Sequential cells colored by netlist name:
Drawn at 6 px/um.
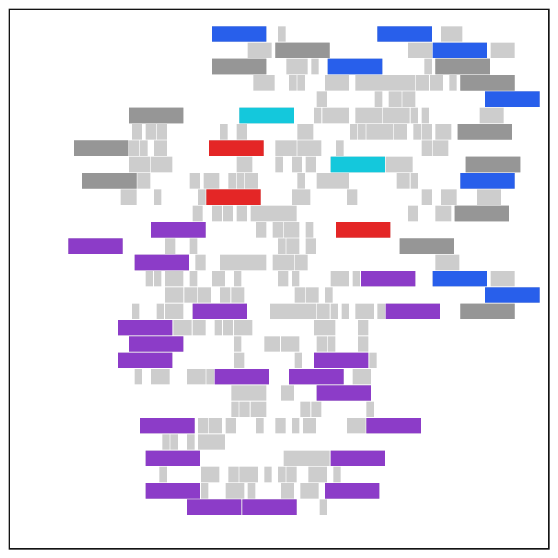
PDN straps and rails:
Drawn at 4 px/um. Pins as bars on the die edge. Tap cells in gray.
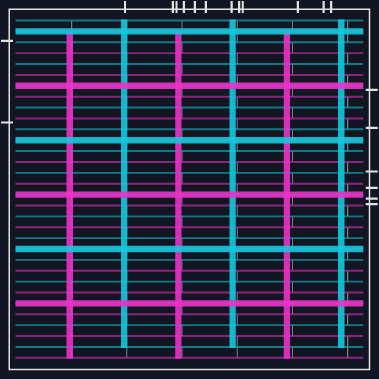
`src/rtl/color_scan_sequencer.sv`:
```
// rtl/color_scan_sequencer.sv - round-robin color sensor scan sequencer with settle, retry and timeout
// Optional COLOR_SCAN_CONTINUOUS_EN: scans restart from DONE without waiting for scanRequest.
module color_scan_sequencer #(
   parameter int NUM_CHANNELS   = 4,
   parameter int SETTLE_CYCLES  = 1024,
   parameter int TIMEOUT_CYCLES = 1048576,
   parameter int MAX_RETRIES    = 2
) (
   input  logic       clk,
   input  logic       reset,
   input  logic       scanRequest,
   input  logic       detectionComplete,
   input  logic [1:0] color,
   output logic       startDetection,
   output logic [1:0] channelSelect,
   output logic       scanBusy,
   output logic       scanDone,
   output logic [7:0] scanData,
   output logic       timeoutError
);
   localparam int CNT_MAX = (SETTLE_CYCLES > TIMEOUT_CYCLES) ? SETTLE_CYCLES : TIMEOUT_CYCLES;
   localparam int CW      = $clog2(CNT_MAX + 1);
   localparam int RW      = $clog2(MAX_RETRIES + 2);
   localparam logic [CW-1:0] SETTLE_LAST  = CW'(SETTLE_CYCLES - 1);
   localparam logic [CW-1:0] TIMEOUT_LAST = CW'(TIMEOUT_CYCLES - 1);
   localparam logic [RW-1:0] RETRY_MAX    = RW'(MAX_RETRIES);
   localparam logic [1:0]    LAST_CH      = 2'(NUM_CHANNELS - 1);
`ifdef COLOR_SCAN_CONTINUOUS_EN
   localparam logic CONTINUOUS = 1'b1;
`else
   localparam logic CONTINUOUS = 1'b0;
`endif

   typedef enum logic [2:0] {S_IDLE, S_SETTLE, S_START, S_WAIT, S_DONE} state_t;

   state_t        state_q, state_d;
   logic [CW-1:0] cnt_q, cnt_d;
   logic [RW-1:0] retry_q, retry_d;
   logic [1:0]    chan_q, chan_d;
   logic [7:0]    shadow_q, shadow_d;
   logic [7:0]    data_q, data_d;
   logic          done_q, done_d;
   logic          err_q, err_d;
   logic          ch_finish;
   logic [1:0]    ch_value;

   // One counter serves both settle and timeout; it restarts on every state change.
   always_comb begin
      state_d   = state_q;
      cnt_d     = '0;
      retry_d   = retry_q;
      chan_d    = chan_q;
      shadow_d  = shadow_q;
      data_d    = data_q;
      done_d    = 1'b0;
      err_d     = err_q;
      ch_finish = 1'b0;
      ch_value  = 2'b00;
      case (state_q)
         S_IDLE: begin
            if (scanRequest || CONTINUOUS) begin
               chan_d   = '0;
               shadow_d = '0;
               retry_d  = '0;
               err_d    = 1'b0;
               state_d  = S_SETTLE;
            end
         end
         S_SETTLE: begin
            if (cnt_q == SETTLE_LAST) state_d = S_START;
            else                      cnt_d   = cnt_q + 1'b1;
         end
         S_START: state_d = S_WAIT;
         S_WAIT: begin
            if (detectionComplete) begin
               ch_finish = 1'b1;
               ch_value  = color;
            end else if (cnt_q == TIMEOUT_LAST) begin
               if (retry_q < RETRY_MAX) begin
                  retry_d = retry_q + 1'b1;
                  state_d = S_START;
               end else begin
                  ch_finish = 1'b1;
                  err_d     = 1'b1;
               end
            end else begin
               cnt_d = cnt_q + 1'b1;
            end
         end
         S_DONE: begin
            data_d = shadow_q;
            done_d = 1'b1;
            if (CONTINUOUS) begin
               chan_d   = '0;
               shadow_d = '0;
               retry_d  = '0;
               err_d    = 1'b0;
               state_d  = S_SETTLE;
            end else begin
               state_d = S_IDLE;
            end
         end
         default: state_d = S_IDLE;
      endcase
      // A channel ends on a completion or an exhausted retry budget; both advance alike.
      if (ch_finish) begin
         shadow_d[{chan_q, 1'b0} +: 2] = ch_value;
         retry_d = '0;
         if (chan_q == LAST_CH) begin
            state_d = S_DONE;
         end else begin
            chan_d  = chan_q + 1'b1;
            state_d = S_SETTLE;
         end
      end
   end

   always_ff @(posedge clk or negedge reset) begin
      if (!reset) begin
         state_q  <= S_IDLE;
         cnt_q    <= '0;
         retry_q  <= '0;
         chan_q   <= '0;
         shadow_q <= '0;
         data_q   <= '0;
         done_q   <= 1'b0;
         err_q    <= 1'b0;
      end else begin
         state_q  <= state_d;
         cnt_q    <= cnt_d;
         retry_q  <= retry_d;
         chan_q   <= chan_d;
         shadow_q <= shadow_d;
         data_q   <= data_d;
         done_q   <= done_d;
         err_q    <= err_d;
      end
   end

   assign startDetection = (state_q == S_START);
   assign channelSelect  = chan_q;
   assign scanBusy       = (state_q != S_IDLE);
   assign scanDone       = done_q;
   assign scanData       = data_q;
   assign timeoutError   = err_q;
endmodule

```
`config.mk`:
```
export PLATFORM = sky130hd
export DESIGN_NAME = color_scan_sequencer
export DESIGN_NICKNAME = d
export VERILOG_FILES = /design/src/rtl/color_scan_sequencer.sv
export SDC_FILE = /design/constraint.sdc
export NUM_CORES = 1
export LEC_CHECK = 0
export CORE_UTILIZATION = 30
export CTS_BUF_LIST = sky130_fd_sc_hd__clkbuf_2
export DETAILED_ROUTE_END_ITERATION = 10
export DONT_BUFFER_PORTS = 1
export GPL_TIMING_DRIVEN = 1
export MAX_ROUTING_LAYER = met4
export PLACE_DENSITY_LB_ADDON = 0.2
export SLEW_MARGIN = 15
export SYNTH_ARGS = -nofsm -noshare
export SYNTH_HDL_FRONTEND = slang
export SYNTH_SLANG_ARGS = --single-unit
```
`constraint.sdc`:
```
create_clock -name clk -period 4.4 [get_ports clk]
set_input_delay 0.44 -clock clk [delete_from_list [all_inputs] [get_ports clk]]
set_output_delay 0.44 -clock clk [all_outputs]
set_load 0.02 [all_outputs]
```
==> reports/results.ini <==
[sta]
slew_headroom_pct=48.1
finalSetupViolCount=0
max_freq_mhz=452
setup_tns_ps=0
slew_violations=0

[routing]
drt_iter0_drc=106
viasPerCell=4.80
post_drt_wl_per_cell_um=13.8
drc=0
ant_nets=0
met3_length_um=157
wl_met1_um=2330
totalWireLength_um=4460

[outcome]
status=finished clean

[critical_path]
cp_max_fo=8
worstPathArrival_ps=2550
worstSetupStartpointType=flip-flop
path_class=flip-flop to flip-flop
critPathLaunch=cnt_q[0]

[synthesis]
synth_cells=221
synth.top_cells.by_count=46 x dfrtp_1, 34 x nor2_1, 17 x nand2_1, 12 x nand3_1, 12 x xnor2_1
ys_cells=221
top_cell_area_share_pct=49.9
ys_types=41
netlist_area_um2=2310
synth_top_cell_by_count=dfrtp_1
fp_nets=233

[cts]
clockBufferDepth=2
cts.repair.resized=0
cts_hold_buf=2
clock_sinks=46
clock_latency_ps=420
htree_levels=2

[die]
die_w_um=89.7
std_cell_rows=31
core_area_um2=7330

[placed_design]
port_buffers=0
gp_congestion=0.747
dpl.hpwl_um=3060

[run]
drv_cap=0

[global_route]
grt_max_degree=47
grt_pass1_wl_um=7270
gr-total-overflow=0
grt_usage_pct=12.5
grt_pass1_vias=1446

Notes on 'sequential cells colored by netlist name' above:
red -> `state_q`  # sequential cells 3
cyan -> `channelSelect`  # sequential cells 2
purple -> `cnt_q`  # sequential cells 21
blue -> `scanData`  # sequential cells 8
not colored = 12

Notes on 'PDN straps and rails' above:
cyan -> VDD
magenta -> VSS
rows = 31
met4 straps = 6
tap cells = 99
met5 straps = 6
signal pins = 20

routing by layer:
layer	vias up	track usage, %
met1	748	18.0
met4	0	5.63
met2	22	16.5
met3	5	2.83
li1	779	-
met5	-	-
metrics by stage:
step	utilization, %	setup WS (ps)	std cells
after floorplan	-	2420	221
after global placement	32.7	2290	314
after detailed placement	32.7	2200	314
after CTS	33.7	2140	324
after global routing	33.7	2030	324
final	33.7	2190	324
logic make-up after synthesis:
logic type,after synthesis,synth area share [%]
muxes,12,5.86
adders and majority gates,6,3.26
DFF,46,49.9
buffers and inverters,14,3.04
xor gates and xnor gates,17,6.46
AOI/OAI and AO/OA,29,8.57
and+or+nand+nor,97,22.9
worst min-delay path by stage:
| stage | from | to | slack (ps) | cells past startpoint |
|---|---|---|---|---|
| after floorplan | reset | channelSelect[0] | 140 | 0 |
| after global placement | reset | scanData[1] | 150 | 0 |
| after detailed placement | reset | scanData[0] | 150 | 0 |
| after CTS | color[0] | shadow_q[6] | 100 | 1 |
| after global routing | color[0] | shadow_q[6] | 90 | 1 |
| final | color[0] | shadow_q[6] | 130 | 1 |
where the power goes:
group,switching (mW),internal [mW]
registers,0.0358,0.448
logic,0.0490,0.0379
clock network,0.133,0.0391
layout by cell type, fill, tap and decap left out, drive strengths merged, types with 2 or more instances in the layout:
cell | Yosys | routed
nor3 | 5 | 5
nand4 | 8 | 8
a21oi | 7 | 7
nand3 | 12 | 12
xnor2 | 12 | 12
inv | 7 | 7
a32o | 2 | 2
clkbuf | 3 | 6
xor2 | 5 | 5
nand3b | 2 | 2
o21ai | 9 | 9
ha | 6 | 6
mux2i | 3 | 3
nor2b | 2 | 2
nor4 | 6 | 6
and3 | 3 | 3
o22ai | 2 | 2
o211ai | 5 | 5
or3 | 3 | 3
nand2 | 17 | 17
buf | 3 | 2
dfrtp | 46 | 46
nor2 | 34 | 34
mux2 | 9 | 9
clkinv | 0 | 2
layout make-up:
cell class / instances / area (um2)
fill: 751 / 4860
sequential: 46 / 1150
multi-input combinational: 161 / 1080
tap: 99 / 124
timing repair buffer: 3 / 45.0
clock buffer: 6 / 30.0
inverter: 7 / 26.3
clock inverter: 2 / 8.76
critical path: stages (launching register included):
cell	delay, ps
dfrtp_1	430
ha_1	270
nand3_1	170
nor3_4	370
a31oi_4	180
or3_4	420
mux2_4	300
registers in the layout, indices dropped and copies added (netlist names):
name and cells:
channelSelect 2, scanDone 1, retry_q 2, state_q 3
scanData 8, cnt_q 21, shadow_q 8, timeoutError 1
No activity file was given, so power comes from the tool's default toggle rates.
